===== src/rtl/fetch_pc_gen.sv =====
// IF-stage fetch PC generator: drives the BTB lookup and I-mem request, captures
// the fetched instruction with its branch prediction and hands it to decode.
module fetch_pc_gen #(
    parameter logic [15:0] RESET_PC = 16'h0000
) (
    input  logic        clk,
    input  logic        rst_n,
    output logic [15:0] btb_pc,
    input  logic        btb_hit,
    input  logic        btb_taken,
    input  logic [15:0] btb_target,
    output logic        imem_read,
    output logic [15:0] imem_address,
    input  logic        imem_resp,
    input  logic [15:0] imem_rdata,
    input  logic        redirect_valid,
    input  logic [15:0] redirect_pc,
    output logic        if_valid,
    input  logic        if_ready,
    output logic [15:0] if_pc,
    output logic [15:0] if_npc,
    output logic [15:0] if_instr,
    output logic        if_pred_taken,
    output logic [15:0] if_pred_target
);

    localparam int unsigned PC_W = 16;
    localparam logic [PC_W-1:0] ALIGN_MASK = PC_W'(16'hFFFE);

    typedef enum logic [1:0] {
        IDLE  = 2'd0,
        FETCH = 2'd1,
        HOLD  = 2'd2,
        FLUSH = 2'd3
    } state_t;

    state_t          state_q, state_d;
    logic [PC_W-1:0] pc_q, pc_d;
    logic [PC_W-1:0] redir_q, redir_d;
    logic            capture;
    logic            pred;
    logic [PC_W-1:0] pc_inc;

    assign pred   = btb_hit & btb_taken;
    assign pc_inc = pc_q + PC_W'(2);

    // Next-state and PC selection; redirect outranks every other event.
    always_comb begin
        state_d = state_q;
        pc_d    = pc_q;
        redir_d = redir_q;
        capture = 1'b0;
        unique case (state_q)
            IDLE: begin
                if (redirect_valid) pc_d = redirect_pc & ALIGN_MASK;
                state_d = FETCH;
            end
            FETCH: begin
                if (redirect_valid) begin
                    if (imem_resp) begin
                        pc_d    = redirect_pc & ALIGN_MASK;
                        state_d = FETCH;
                    end else begin
                        redir_d = redirect_pc & ALIGN_MASK;
                        state_d = FLUSH;
                    end
                end else if (imem_resp) begin
                    capture = 1'b1;
                    pc_d    = (pred ? btb_target : pc_inc) & ALIGN_MASK;
                    state_d = HOLD;
                end
            end
            HOLD: begin
                if (redirect_valid) begin
                    pc_d    = redirect_pc & ALIGN_MASK;
                    state_d = FETCH;
                end else if (if_ready) begin
                    state_d = FETCH;
                end
            end
            FLUSH: begin
                if (imem_resp) begin
                    pc_d    = (redirect_valid ? redirect_pc : redir_q) & ALIGN_MASK;
                    state_d = FETCH;
                end else if (redirect_valid) begin
                    redir_d = redirect_pc & ALIGN_MASK;
                end
            end
            default: state_d = IDLE;
        endcase
    end

    always_ff @(posedge clk or negedge rst_n) begin
        if (!rst_n) begin
            state_q   <= IDLE;
            pc_q      <= RESET_PC & ALIGN_MASK;
            redir_q   <= '0;
            imem_read <= 1'b0;
            if_valid  <= 1'b0;
        end else begin
            state_q   <= state_d;
            pc_q      <= pc_d;
            redir_q   <= redir_d;
            imem_read <= (state_d == FETCH) || (state_d == FLUSH);
            if_valid  <= (state_d == HOLD);
        end
    end

    // Packet payload, loaded only on an accepted (non-redirected) fetch response.
    always_ff @(posedge clk or negedge rst_n) begin
        if (!rst_n) begin
            if_pc          <= '0;
            if_npc         <= '0;
            if_instr       <= '0;
            if_pred_taken  <= 1'b0;
            if_pred_target <= '0;
        end else if (capture) begin
            if_pc          <= pc_q;
            if_npc         <= pc_inc;
            if_instr       <= imem_rdata;
            if_pred_taken  <= pred;
            if_pred_target <= pred ? btb_target : '0;
        end
    end

    assign btb_pc       = pc_q;
    assign imem_address = pc_q;

endmodule

===== config.mk =====
export PLATFORM = sky130hd
export DESIGN_NAME = fetch_pc_gen
export DESIGN_NICKNAME = d
export VERILOG_FILES = /design/src/rtl/fetch_pc_gen.sv
export SDC_FILE = /design/constraint.sdc
export NUM_CORES = 1
export LEC_CHECK = 0
export ABC_AREA = 1
export ABC_CLOCK_PERIOD_IN_PS = 4200
export CAP_MARGIN = 20
export CORE_MARGIN = 5
export CORE_UTILIZATION = 45
export DETAILED_ROUTE_END_ITERATION = 7
export PLACE_DENSITY = 0.86
export SYNTH_ARGS = -nofsm -noshare
export SYNTH_HDL_FRONTEND = slang
export SYNTH_SLANG_ARGS = --single-unit

===== constraint.sdc =====
create_clock -name clk -period 4.2 [get_ports clk]
set_clock_uncertainty 0.05 [all_clocks]
set_input_delay 1.26 -clock clk [delete_from_list [all_inputs] [get_ports clk]]
set_output_delay 1.26 -clock clk [all_outputs]
set_load 0.01 [all_outputs]

cell_density.png
(3 px per µm) 11 x 11 tiles, from white (low) to dark blue (high), 0 to 100% covered.
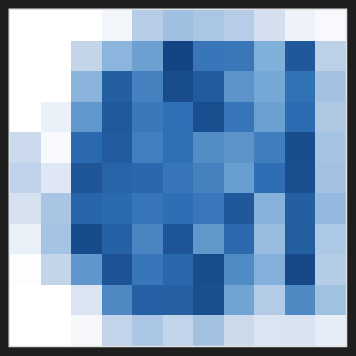
11% of the tiles are nearly empty. The mean over all tiles is 49%. The fullest tile reaches 92%. 27% of the tiles are over 75% full. The emptiest ninth of the die: north-west. The densest ninth of the die: center.

==> deck_impl_summary.md <==
Physical Implementation Snapshot

Placed design
  • Dpl ws: 750 ps
  • GPL Wtd Cong: 0.870
  • Hpwl dp: 9.59 mm
  • Placed cells: 813

Finish
  • Seq area share: 38.7%
  • Mi-comb count: 390
  • Top flop regs: if_instr x16, if_pred_target x16
  • Logic area: 1850 µm²
  • Nets: 744
  • Fill count: 886
  • Share of cells above drive strength 1: 7.08%
  • Inverters: 35
  • Dominant kind of cell: flip-flops and latches
  • Seq cells: 97
  • Total inserted antenna cells: 0
  • Bufs w/o clock: 155
  • Register area: 2430 µm²

Floorplanning
  • Core Box Area: 10200 µm²
  • Row cnt: 37
  • FP Util: 45.7%

Routing
  • Metal3 WL: 866 µm
  • Vias: 4230
  • Vias/cell: 5.11
  • Drt total wl: 12.7 mm
  • Final ANT Viol Nets: 0
  • Met1 WL: 5.43 mm
  • Post-route DRC violation count: 0

Outcome
  • Status: finished clean

Clocking
  • CTS root buffer: clkbuf_8
  • CTS buffer count: 9
  • H-tree Lvls: 3
  • CTS Hold Buffers Added: 0

Critical path
  • R2R depth: 11
  • CP endpoint kind: flip-flop
  • Setup crit end: if_pred_target[14]
  • R2R Setup Slk: 2210 ps
  • Most frequent cell on the critical path: buf_4
  • WP data arrival: 3280 ps
  • Reg-to-reg endpoint: btb_pc[9]
  • Worst r2r src: btb_pc[1]

Run
  • Max Cap Viol: 0
  • OpenROAD warning count: 27

Synth
  • Mean Syn Cell Area: 8.31 µm²
  • FFs w/ async S/R, synth: 100%
  • Mux area share: 1.45%
  • Dominant Register Cell: dfrtp_1
  • XOR/XNOR share of the synthesized area: 1.12%
  • Syn. warnings: 0
  • Aoi/oai-family share of the synthesized area: 12.1%
  • Yosys chip area: 4680 µm²
  • Synth cell count leaders: nand2_1, dfrtp_1, o21ai_1, inv_1
  • Adder Share, Synth: 0.268%

Global route
  • GR met2 Demand/Resource: 33.0%
  • GRT busiest layer: met2
  • Vias in the first global route: 4027
  • Residual overflow from global routing: 0
  • Initial antenna violation count: 0

Pwr
  • Total power: 3.29 mW
  • P per Cell Area: 524 nW/µm²
  • LEAKAGE: 2.92 nW

Min path
  • Hold Startpoint: if_instr[15]

Timing
  • Final Slew Violations: 0
  • Final min period: 3100 ps
  • Slew margin rel.: 37.7%
  • Setup slack after layout: 1100 ps
  • TNS Setup: 0 ps
clocks.png
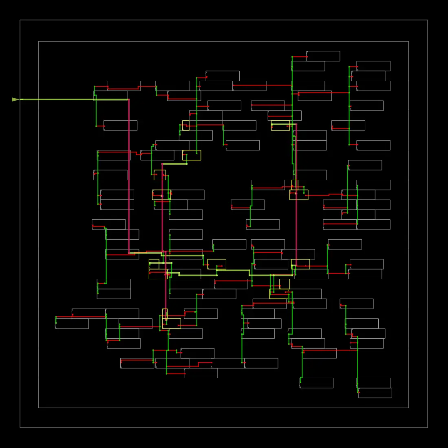
clk_lat worst skew: 360 ps
Clock Buffer Count: 10
CTS Sinks: 97

-- where the power goes --
part	internal, mW	total, mW	switching [mW]
registers	1.20	1.41	0.213
logic	0.706	1.35	0.648
clock network	0.211	0.525	0.314
total	2.11	3.29	1.18
-- placed cells by master, fill, tap and decap left out, drive strengths merged --
master         count
a21oi             24
clkbuf            10
nor2              33
xor2               5
o211ai             2
a22oi              2
clkdlybuf4s50    147
o21ai             58
a31oi              3
nand2            215
xnor2              1
nand3             15
inv               34
buf                8
nand3b             1
clkinvlp           2
a221oi             8
a211oi             4
conb               4
clkinv             4
dfrtp             97
nor3               2
nand4              6
mux2               6
ha                 1
-- through the flow --
stage	hold slack (ps)	utilization [%]
CTS	432	61.3
global placement	404	59.8
finish	427	61.3
detailed placement	411	59.8
global route	454	61.3
floorplan	403	-
No activity file was given, so power comes from the tool's default toggle rates.
